**config.mk**
```make
export PLATFORM = sky130hd
export DESIGN_NAME = packet_mem_rd_resp
export DESIGN_NICKNAME = d
export VERILOG_FILES = /design/src/rtl/packet_mem_rd_resp.sv
export SDC_FILE = /design/constraint.sdc
export NUM_CORES = 1
export LEC_CHECK = 0
export CAP_MARGIN = 20
export CORE_ASPECT_RATIO = 1.25
export CORE_MARGIN = 8
export CORE_UTILIZATION = 58
export CTS_CLUSTER_DIAMETER = 120
export DETAILED_ROUTE_END_ITERATION = 10
export PLACE_DENSITY = 0.86
export SYNTH_ARGS = -nofsm -noshare
export SYNTH_HDL_FRONTEND = slang
export SYNTH_SLANG_ARGS = --single-unit
```
**constraint.sdc**
```tcl
create_clock -name clk -period 11.8 [get_ports clk]
set_input_delay 1.77 -clock clk [delete_from_list [all_inputs] [get_ports clk]]
set_output_delay 1.77 -clock clk [all_outputs]
set_load 0.02 [all_outputs]
```
**src/rtl/packet_mem_rd_resp.sv**
```systemverilog
// Load responder for the packet buffer: byte/half/word big-endian reads at any byte address,
// split into two word reads when the access straddles a word boundary.
module packet_mem_rd_resp #(
    parameter int PKT_ADDR_WIDTH = 12
) (
    input  logic                        clk,
    input  logic                        rst,
    input  logic                        rd_en,
    input  logic [PKT_ADDR_WIDTH-1:0]   rd_addr,
    input  logic [1:0]                  transfer_sz,
    input  logic [PKT_ADDR_WIDTH:0]     pkt_len,
    output logic                        mem_rd_en,
    output logic [PKT_ADDR_WIDTH-3:0]   mem_addr,
    input  logic [31:0]                 mem_rdata,
    output logic                        busy,
    output logic                        resp_valid,
    output logic [31:0]                 resp_data,
    output logic                        resp_err
);

    localparam int WAW = PKT_ADDR_WIDTH - 2;

    typedef enum logic [1:0] {IDLE, WAIT1, WAIT2, RESP} state_t;

    state_t           state_reg, state_next;
    logic [1:0]       off_reg, off_next;
    logic [1:0]       size_reg, size_next;
    logic [WAW-1:0]   word_reg, word_next;
    logic             span_reg, span_next;
    logic [31:0]      w0_reg, w0_next;
    logic [31:0]      resp_data_reg, resp_data_next;
    logic             resp_err_reg, resp_err_next;

    logic             mem_rd_en_c;
    logic [WAW-1:0]   mem_addr_c;

    logic [2:0]                 req_nbytes;
    logic [PKT_ADDR_WIDTH:0]    req_end;
    logic                       req_err;
    logic                       req_span;

    // Left-align the addressed bytes in the 64-bit window, then right-justify by size.
    function automatic logic [31:0] format_load(input logic [31:0] w0, input logic [31:0] w1,
                                                input logic [1:0] off, input logic [1:0] size);
        logic [63:0] s;
        s = {w0, w1} << {off, 3'b000};
        case (size)
            2'b00:   return s[63:32];
            2'b01:   return {16'b0, s[63:48]};
            2'b10:   return {24'b0, s[63:56]};
            default: return 32'h0;
        endcase
    endfunction

    always_comb begin
        case (transfer_sz)
            2'b00:   req_nbytes = 3'd4;
            2'b01:   req_nbytes = 3'd2;
            2'b10:   req_nbytes = 3'd1;
            default: req_nbytes = 3'd0;
        endcase
    end

    // Bounds check is done one bit wider than the address so rd_addr+nbytes cannot wrap.
    assign req_end  = {1'b0, rd_addr} + {{(PKT_ADDR_WIDTH-2){1'b0}}, req_nbytes};
    assign req_err  = (transfer_sz == 2'b11) || (req_end > pkt_len);
    assign req_span = ({1'b0, rd_addr[1:0]} + req_nbytes) > 3'd4;

    always_ff @(posedge clk or negedge rst) begin
        if (!rst) begin
            state_reg     <= IDLE;
            off_reg       <= 2'b0;
            size_reg      <= 2'b0;
            word_reg      <= '0;
            span_reg      <= 1'b0;
            w0_reg        <= 32'h0;
            resp_data_reg <= 32'h0;
            resp_err_reg  <= 1'b0;
        end else begin
            state_reg     <= state_next;
            off_reg       <= off_next;
            size_reg      <= size_next;
            word_reg      <= word_next;
            span_reg      <= span_next;
            w0_reg        <= w0_next;
            resp_data_reg <= resp_data_next;
            resp_err_reg  <= resp_err_next;
        end
    end

    always_comb begin
        state_next     = state_reg;
        off_next       = off_reg;
        size_next      = size_reg;
        word_next      = word_reg;
        span_next      = span_reg;
        w0_next        = w0_reg;
        resp_data_next = resp_data_reg;
        resp_err_next  = resp_err_reg;
        mem_rd_en_c    = 1'b0;
        mem_addr_c     = word_reg;

        case (state_reg)
            IDLE: begin
                if (rd_en) begin
                    off_next  = rd_addr[1:0];
                    size_next = transfer_sz;
                    word_next = rd_addr[PKT_ADDR_WIDTH-1:2];
                    span_next = req_span;
                    if (req_err) begin
                        resp_data_next = 32'h0;
                        resp_err_next  = 1'b1;
                        state_next     = RESP;
                    end else begin
                        mem_rd_en_c = 1'b1;
                        mem_addr_c  = rd_addr[PKT_ADDR_WIDTH-1:2];
                        state_next  = WAIT1;
                    end
                end
            end
            WAIT1: begin
                w0_next = mem_rdata;
                if (span_reg) begin
                    mem_rd_en_c = 1'b1;
                    mem_addr_c  = word_reg + 1'b1;
                    state_next  = WAIT2;
                end else begin
                    resp_data_next = format_load(mem_rdata, 32'h0, off_reg, size_reg);
                    resp_err_next  = 1'b0;
                    state_next     = RESP;
                end
            end
            WAIT2: begin
                resp_data_next = format_load(w0_reg, mem_rdata, off_reg, size_reg);
                resp_err_next  = 1'b0;
                state_next     = RESP;
            end
            RESP: begin
                state_next = IDLE;
            end
            default: state_next = IDLE;
        endcase
    end

    // The accept-cycle strobe is combinational from rd_en, so it is gated off during reset.
    assign mem_rd_en  = mem_rd_en_c & rst;
    assign mem_addr   = mem_addr_c;
    assign busy       = (state_reg != IDLE);
    assign resp_valid = (state_reg == RESP);
    assign resp_data  = resp_data_reg;
    assign resp_err   = resp_err_reg;

endmodule

```
**Sequential cells coloured by netlist name**

Other sequential cells in the stronger grey, the rest of the logic in the fainter grey.
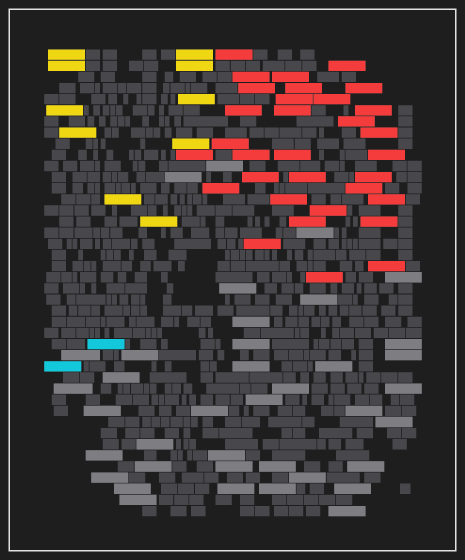
resp_data: shown in red, flops 32. word_reg: shown in yellow, flops 10. size_reg: shown in cyan, flops 2.
Another 38 sequential cells are not coloured.

**Cell classes on the final placement**

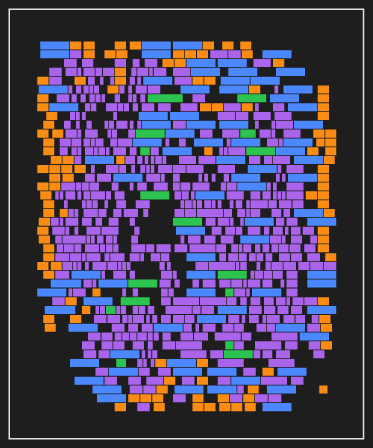
remaining buffers and delay cells: shown in orange, cells 113, share of their area 15%. remaining logic cells: shown in purple, cells 478, share of their area 53%. registers: shown in blue, cells 82, share of their area 28%. clock drivers and dummy loads: shown in green, cells 16, share of their area 4.2%.

**Placement density heat map**

11 x 13 tiles, from black (low) to pale yellow (high), 0 to 100% covered.
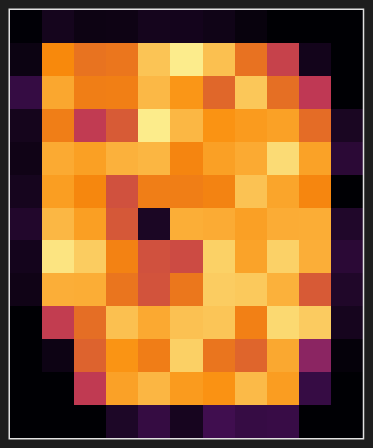
The mean over all tiles is 52%. The densest ninth of the die: middle. 39% of the tiles are over 75% full. The emptiest ninth of the die: bottom left. 13% of the tiles are nearly empty.

**Cells by drive strength**

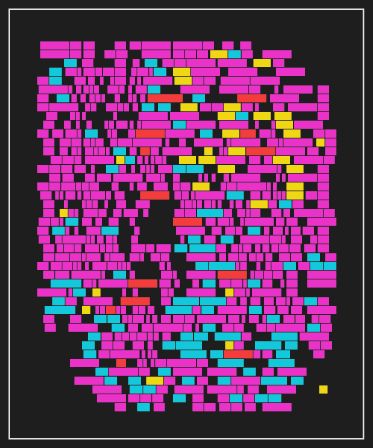
x1 and smaller: shown in magenta, cells 555, most used clkdlybuf4s50_1. x6 and larger: shown in red, cells 14, most used clkbuf_16. x2: shown in cyan, cells 88, most used mux2_2. x3 and x4: shown in yellow, cells 32, most used mux2_4.

**Routing congestion**

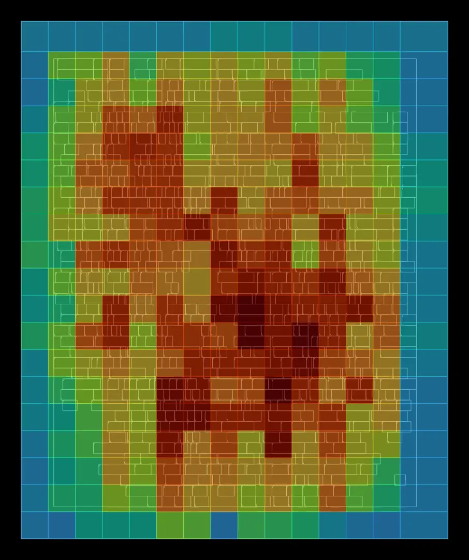
final core utilization: 71.7%
routing layer with the top usage in global route: met2
post-DR wirelength/cell: 21.8 um
met3 GRT Util: 4.89%

==> notes.md <==
Implementation results are summarized by area below.

Setup path
The source of the critical timing path is transfer_sz[1]. The slowest cell on the critical path is sky130_fd_sc_hd__clkdlybuf4s50_1. Counting both buffers and inverters, the worst setup path holds a total of 3. The path depth of the worst reg2reg path is 7. The capture point of the worst register-to-register path is recorded as resp_data[26]$_DFFE_PN0P_. In this run the critical register-to-register path is launched from state_reg[0]$_DFFE_PN0N_. The worst path required time is 10030 ps. The critical path goes through clkdlybuf4s50_1 > nor2b_1 > ha_1 > fa_1 > maj3_1 > nand2_1 > xnor2_1 > ha_1 > and3_1 > o21ai_1 > a311oi_2 > o31ai_1 > buf_4 > and2_1 > a311o_1 > clkdlybuf4s50_1. The top cell family by delay on the critical path is buffers and inverters. The end of the critical path is mem_addr[3]. By startpoint and endpoint, the worst setup path is classified as in2out. STA classifies the critical path startpoint as a primary input. STA classifies the critical path endpoint as a primary output.

Synthesis
The main area contributors are sky130_fd_sc_hd__dfrtp_1, sky130_fd_sc_hd__mux2_2, sky130_fd_sc_hd__mux2i_1. The synthesized-area fraction occupied by adder cells is 4.49%. After synthesis, the most frequently instantiated cells are sky130_fd_sc_hd__dfrtp_1, sky130_fd_sc_hd__mux2_2, sky130_fd_sc_hd__nand2_1.

The synthesized netlist occupies a cell area of 0.00624 sq mm. The sequential cell area fraction in the yosys report is 32.9%. The floorplan net count is 686. The fraction of synthesized cell area in xor and xnor cells is 1.40%. The count of distinct cell types in the synthesized netlist is 57. The post-synthesis cell type with the largest combined area is sky130_fd_sc_hd__dfrtp_1. The cell-mix breakdown from Yosys lists the simple-gate area share as 12.2%. Per the post-synthesis stats, the area per cell is 10.3 sq um. The share of the synthesized area in the top cell type is 32.9%. The number of instances in the synthesized netlist is 603.

The yosys warning tally is 0. By area, the combinational part of the netlist is dominated by multiplexers. In this run, synthesis inferred 0 flip-flops with an integrated enable. The count of state elements after synthesis is 82.

Final timing
At the pin with the least slew margin, the transition time is 1090 ps. The minimum setup slack in the final design is 3720 ps. The final number of setup-violating endpoints is 0. The final sum of negative setup slack is 0 ps. Setup repair after global routing left no endpoint under its margin. Subtracting the final worst setup slack from the clock period gives 8080 ps. In the final run the clock tree shows a worst skew of 7.06 ps.

Post-route period utilization is reported as 68.5%. The tightest hold path in the finished design has a slack of 508 ps. Per the final timing report, the hold violations number 0.

The flow reports an fmax of 0.124 GHz.

Die
In this run the full chip footprint comes out at 0.0144 sq mm. According to the floorplan report, the die width is 109 um. The core area is 0.0106 sq mm. Pin placement for this block handled 108 I/O pins.

Detailed routing
The overall routed net length is 17900 um. The detail route stage leaves a number of antenna-violating nets equal to 0. The pre-antenna-repair detailed-routing pass consisted of 5 iterations. In this run the top signal layer used is met4. The DRC violation total left in the routed layout is recorded as 0.

Global routing
The number of antenna violations at the first check in global routing is 0. The met2 usage in global routing is 43.8%. The maximum number of pins on one net before global-route repair is 72.

Min path
STA shows the worst min-delay path finishing at w0_reg[28]$_DFFE_PN0P_. STA reports the tightest min-delay check as being of type reg2reg.

Cells and area
From synthesis to final layout, the design area changed by 21.4%. The top cell type in the final layout, fill and taps aside, is sky130_fd_sc_hd__clkdlybuf4s50_1. Once layout is complete, the cells apart from fillers number 821. The finished cells cover 0.00757 sq mm.

Of the cells placed in the final design, the portion with a size suffix greater than 1 is 19.4%. According to the finish report, the design has a final net count of 767. Per the cell usage report, the commonest logic cells after layout are sky130_fd_sc_hd__clkdlybuf4s50_1, sky130_fd_sc_hd__dfrtp_1, sky130_fd_sc_hd__mux2_2. The antenna diode instance count is 0.

CTS
The clock sink count is 82. The TritonCTS clock tree is yes. The insertion delay at the late pin of the worst-skew pair is 340 ps.

The number of buffers inserted by post-CTS setup repair is 0. The CTS report gives the tree buffer count as 9. In this run the number of H-tree levels came out at 3. The clock-pin transition on the worst setup and hold timing paths is 60 ps.

The post-CTS hold buffer count recorded in the log is 0. The cell sitting at the root of the clock tree is a sky130_fd_sc_hd__clkbuf_16.

Run status
The flow ran to the end, and the final reports show no timing, DRC or antenna violations.

Pwr
Net switching is 43.6% of the power. Summed over all cells, the static leakage comes to 3.23 nW. The power per standard cell area is 283 mW/mm^2. The clock network is responsible for 13.7% of the overall power. The switching component of the power is 0.935 mW. The power consumption is 2.15 mW. The maximum resistive drop on vdd is 0.000214 V.

Placed design
Per the placement report, the placed cell count is 805. The placer congestion estimate is 0.930. According to the dpl log, the detail-placed design has an HPWL of 13200 um. Before CTS, the worst setup slack after placement is 3810 ps.

The cell area reported after detailed placement is 0.00726 sq mm.

Run
Max-cap violations in this run came to 0. The tool warning count for the run is 29.
power groups by stage:
stage / Sequential (mW) / Combinational, mW / Clock, mW
after floorplan: 0.524 / 0.977 / 0
after global placement: 0.517 / 1.27 / 0
after detailed placement: 0.529 / 1.31 / 0
after CTS: 0.525 / 1.32 / 0.297
after global routing: 0.546 / 1.41 / 0.312
final: 0.529 / 1.32 / 0.294
layout make-up:
| type | count | area (sq um) |
|---|---|---|
| Clock inverter | 6 | 71.3 |
| Inverter | 26 | 97.6 |
| Tap cell | 132 | 165 |
| Multi-Input combinational cell | 452 | 3830 |
| Fill cell | 777 | 2990 |
| Clock buffer | 10 | 239 |
| Timing Repair Buffer | 113 | 1110 |
| Sequential cell | 82 | 2050 |
Power is estimated from default activity; no workload was simulated.
